==> config.mk <==
export PLATFORM = sky130hd
export DESIGN_NAME = uart_rx
export DESIGN_NICKNAME = d
export VERILOG_FILES = /design/src/rtl/uart_rx.sv
export SDC_FILE = /design/constraint.sdc
export NUM_CORES = 1
export LEC_CHECK = 0
export ABC_AREA = 1
export CAP_MARGIN = 10
export CELL_PAD_IN_SITES_DETAIL_PLACEMENT = 1
export CELL_PAD_IN_SITES_GLOBAL_PLACEMENT = 1
export CORE_AREA = 3 3 68 70
export CTS_BUF_LIST = sky130_fd_sc_hd__clkbuf_4 sky130_fd_sc_hd__clkbuf_8
export DETAILED_ROUTE_END_ITERATION = 12
export DIE_AREA = 0 0 71 73
export PLACE_DENSITY_LB_ADDON = 0.1
export SETUP_SLACK_MARGIN = 0.3
export SLEW_MARGIN = 30
export SYNTH_ARGS = -nofsm -noshare
export SYNTH_HDL_FRONTEND = slang
export SYNTH_SLANG_ARGS = --single-unit
==> constraint.sdc <==
create_clock -name clk -period 1.4 [get_ports clk]
set_input_delay 0.28 -clock clk [delete_from_list [all_inputs] [get_ports clk]]
set_output_delay 0.28 -clock clk [all_outputs]
set_load 0.005 [all_outputs]
Fig. 1: run 1, placed cells, one color a class
The bar under the picture is 20 µm long. Fill, decap, tap and diode cells in gray.
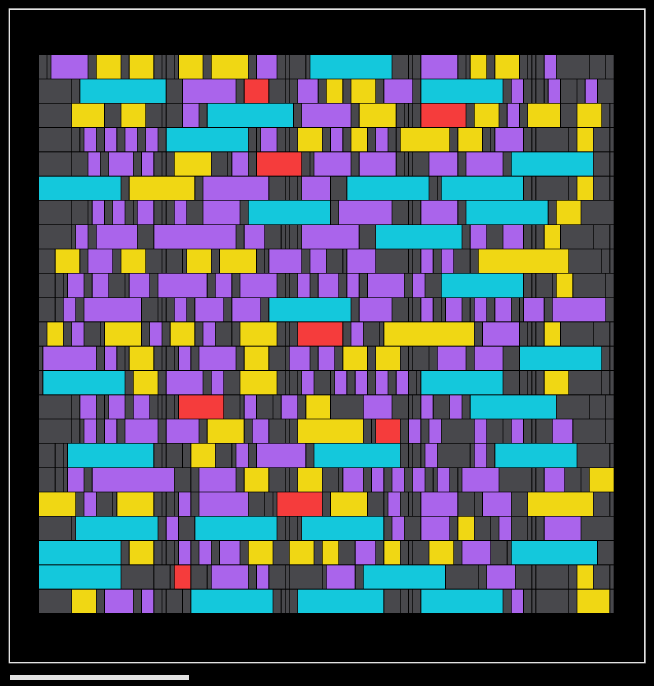
legend:
  purple:
    class: remaining logic cells
    cells: 149
  yellow:
    class: remaining buffers and delay cells
    cells: 64
  red:
    class: clock drivers and dummy loads
    cells: 8
  cyan:
    class: sequential cells
    cells: 31
design area: 2560 µm²
Placeable Area: 4030 µm²
flop share of the area: 30.6%
Core Rows: 23
Final Util: 63.6%

Fig. 2: run 1, sequential cells grouped by signal name
Other sequential cells in the stronger gray, the rest of the logic in the fainter gray.
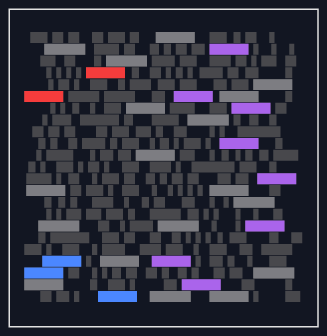
legend:
  blue:
    signal: bit_idx
    sequential_cells: 3
  purple:
    signal: rx_data
    sequential_cells: 8
  red:
    signal: cnt
    sequential_cells: 2
not colored: 18
FF+latch area: 786 µm²
Sequential Power: 1.21 mW

Fig. 3: run 1, selected gate families
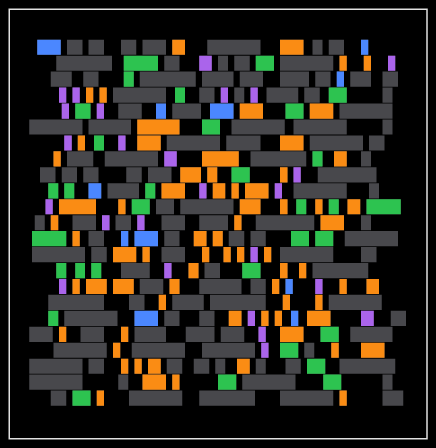
legend:
  orange:
    family: nand cells
    cells: 71
  purple:
    family: inv cells
    cells: 25
  green:
    family: aoi and oai cells
    cells: 32
    where: widely spread
  blue:
    family: nor cells
    cells: 11
post-route insts no fill: 302
fraction of area in multi-input gates: 36.8%
most common logic cell in the routed design: nand2_1

==> flow_metrics.env, run 1 <==
# flow metrics
export IMPL_status="finished, violations left"
export IMPL_violations="setup timing"
export IMPL_route_detailed_drc=0
export IMPL_final_hold_viol_count=0
export IMPL_synth_area_leader_cell="dfrtp_1"
export IMPL_worst_pin_slew_ps=215
export IMPL_root_buffer="clkbuf_8"
export IMPL_synth_area_um2=1550
export IMPL_holdCritPathClass="input pin to asynchronous set/reset pin"
export IMPL_ioPinCount=17
export IMPL_ff_type="dfrtp_1"
export IMPL_nNetsFinal=260
export IMPL_io_buffer_count=16
export IMPL_grtUsageTotal_pct=21.0
export IMPL_cts_tree="done"
export IMPL_maxSlewViolCount=0
export IMPL_r2r_cells=8
export IMPL_synth_distinct_cells=26
export IMPL_ant_nets=0
export IMPL_antenna_found_initial=0
export IMPL_htreeDepth=2
export IMPL_cts_resized=118
export IMPL_die_h_um=73
export IMPL_ys_sh_xor_pct=0.565
export IMPL_gr_total_overflow=0
export IMPL_use_met3_pct=4.55
export IMPL_wl_um=5720
export IMPL_holdWs_ps=359
export IMPL_max_cap_violations=0
export IMPL_topCellsByArea="dfrtp_1, nand2_1, o21ai_0"
export IMPL_drt_met1_wl_um=2210
export IMPL_numCtsBuffers=5
export IMPL_cpPeakStageDelay_ps=420
export IMPL_clock_sinks=31
export IMPL_fp_util_pct=38.5
export IMPL_ys_flops=31
export IMPL_p_per_area_nw_per_um2=1550
export IMPL_gp_congestion=0.889
export IMPL_post_place_ws_ps=-12.6
export IMPL_arrival_ps=1660
export IMPL_highest_layer="met4"
export IMPL_critPathSlowestCell="dfrtp_2"
export IMPL_cp_end_kind="flop"
export IMPL_cp_start_kind="flop"
export IMPL_fin_crit_sh_pct=106
export IMPL_power_total_mw=3.97
export IMPL_cts_setup_buffers=24
export IMPL_fillers=441
export IMPL_crit_top_cell="nand2_4"
export IMPL_worst_slack_ps=-89.0
export IMPL_post_dp_cell_area_um2=1850
export IMPL_grt_pass1_wl_um=8200
export IMPL_crit_required_ps=1580
export IMPL_warnings=31
export IMPL_hold_buffers=0
export IMPL_clockBufferDepth=2
export IMPL_setup_viol=7
export IMPL_r2r_slack_ps=-90
export IMPL_synth_edff_count=0
export IMPL_rsz0062_at_grt="true"
export IMPL_drt_iter0_drc=75
export IMPL_clk_latency_ps=300
export IMPL_dr_pass1_iters=4
export IMPL_ys_seq_share_pct=50.2
export IMPL_fmax_mhz=672
export IMPL_vdd_ir_drop_max_uv=926
export IMPL_worstPathMaxFanout=4
export IMPL_crit_family="simple AND/OR/NAND/NOR gates"
export IMPL_num_antenna_cells=0
export IMPL_avgSynthCellArea_um2=8.48
export IMPL_syn_inst=183
export IMPL_hpwlAfterDp_um=2790
export IMPL_crit_type="flop to flop"
export IMPL_fin_tns_setup_ps=-352
export IMPL_clock_skew_ps=18.2
export IMPL_ys_chip_area_um2=1550
export IMPL_dr_total_vias=1536
export IMPL_leakage_nw=1.35
[run 1: synth_stat cells (2+ instances only)]
master / number
nand2_1: 58
dfrtp_1: 29
inv_1: 24
o21ai_0: 19
nand3_1: 8
nor2_1: 8
o21ai_1: 7
ha_1: 5
a21oi_1: 2
dfstp_2: 2
mux2_4: 2
nand2_4: 2
nand3_2: 2
nor2_4: 2
o21ai_2: 2
[run 1: power breakdown]
group          switching [mW]  internal [mW]
sequential              0.168           1.04
clock                   0.370          0.388
combinational            1.07          0.930
total                    1.61           2.36
[run 1: layout make-up]
| class | instances | area share, % |
|---|---|---|
| multi-input combinational | 124 | 36.8 |
| clock buffer | 7 | 3.27 |
| sequential | 31 | 30.6 |
| tap | 50 | 2.44 |
| inverter | 25 | 3.95 |
| clock inverter | 1 | 0.195 |
| timing repair buffer | 64 | 22.7 |
==> run 2, diff against run 1 <==
SETUP_SLACK_MARGIN = unset   (was 0.3)
Fig. 4: run 2, sequential cells grouped by signal name
Other sequential cells in the stronger gray, the rest of the logic in the fainter gray.
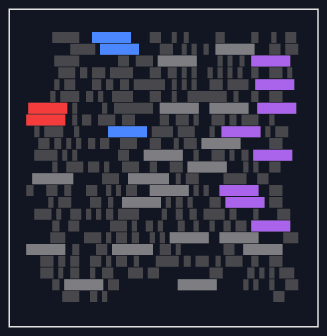
Sequential Power: 1.15 mW
flop share of the area: 34.5%
FF+latch area: 779 µm²
Final Util: 56.1%

==> run 2 against run 1 <==
The run still ends with setup timing left. Combinational power decreased by 15%. Critical path depth decreased by 1. Sequential power decreased by 5%. Fmax increased by 3.5%. Core utilization decreased by 7.5 points. Clock-buffer cell count unchanged. Total power decreased by 9.4%. Global-route usage decreased by 3.6 points. Via count decreased by 7.7%. Worst hold slack got worse by 180 ps. Final cell count decreased by 4.6%. Routed wire length decreased by 21%. Highest routed layer unchanged.
==> flow_metrics.env, run 2 <==
# flow metrics
export IMPL_status="finished, violations left"
export IMPL_violations="setup timing"
export IMPL_ys_flops=31
export IMPL_synth_area_um2=1550
export IMPL_critPathSlowestCell="dfrtp_2"
export IMPL_ff_count=31
export IMPL_maxSlewViolCount=0
export IMPL_synth_edff_count=0
export IMPL_synth_area_leader_cell="dfrtp_1"
export IMPL_clockPowerShare_pct=20.3
export IMPL_fin_crit_sh_pct=103
export IMPL_vdd_ir_drop_max_uv=801
export IMPL_clk_latency_ps=290
export IMPL_signal_buffers=50
export IMPL_ff_type="dfrtp_1"
export IMPL_fp_util_pct=38.5
export IMPL_r2r_cells=7
export IMPL_power_switching_mw=1.41
export IMPL_clockBufferDepth=2
export IMPL_nonClkBufAreaFrac_pct=19.6
export IMPL_cp_start_kind="flop"
export IMPL_p_per_area_nw_per_um2=1590
export IMPL_drt_iter0_drc=62
export IMPL_pg_comb_mw=1.71
export IMPL_topCellsByArea="dfrtp_1, nand2_1, o21ai_0"
export IMPL_grt_pass1_wl_um=7090
export IMPL_crit_type="flop to flop"
export IMPL_worst_slack_ps=-38.7
export IMPL_max_cap_violations=0
export IMPL_fillers=484
export IMPL_most_common_cell="nand2_1"
export IMPL_cts_setup_buffers=12
export IMPL_setup_viol=13
export IMPL_die_h_um=73
export IMPL_internal_power_mw=2.19
export IMPL_worstPathMaxFanout=8
export IMPL_hold_buffers=0
export IMPL_worst_pin_slew_ps=260
export IMPL_use_met3_pct=4.68
export IMPL_ioPinCount=17
export IMPL_holdCritPathClass="input pin to asynchronous set/reset pin"
export IMPL_hpwlAfterDp_um=2800
export IMPL_taps=50
export IMPL_root_buffer="clkbuf_8"
export IMPL_dr_total_vias=1417
-- run 2: cell counts after synthesis --
No cell type changed its count.
-- run 2: stage by stage --
step | setup TNS [ps] | setup WS [ps] | area [µm²] | utilization (%) | total power, mW
6_report | -329 | -38.7 | 2260 | 56.1 | 3.59
2_1_floorplan | 0 | 37.7 | 1550 | - | 1.87
5_1_grt | -1290 | -108 | 2260 | 56.1 | 3.84
3_3_place_gp | 0 | 1.44 | 1850 | 46.0 | 2.24
4_1_cts | -12.3 | -12.3 | 2050 | 50.8 | 3.19
3_5_place_dp | -83.0 | -50.9 | 1850 | 46.0 | 2.32
-- run 2: worst reg2reg max path, delay by kind of cell (launching register included) --
family	cells	cell delay, ps
AOI/OAI and AO/OA	1	70
buffers and inverters	3	450
DFF	1	410
and+or+nand+nor	3	390
Power figures rest on the tool's default switching activity, not on a simulated workload.
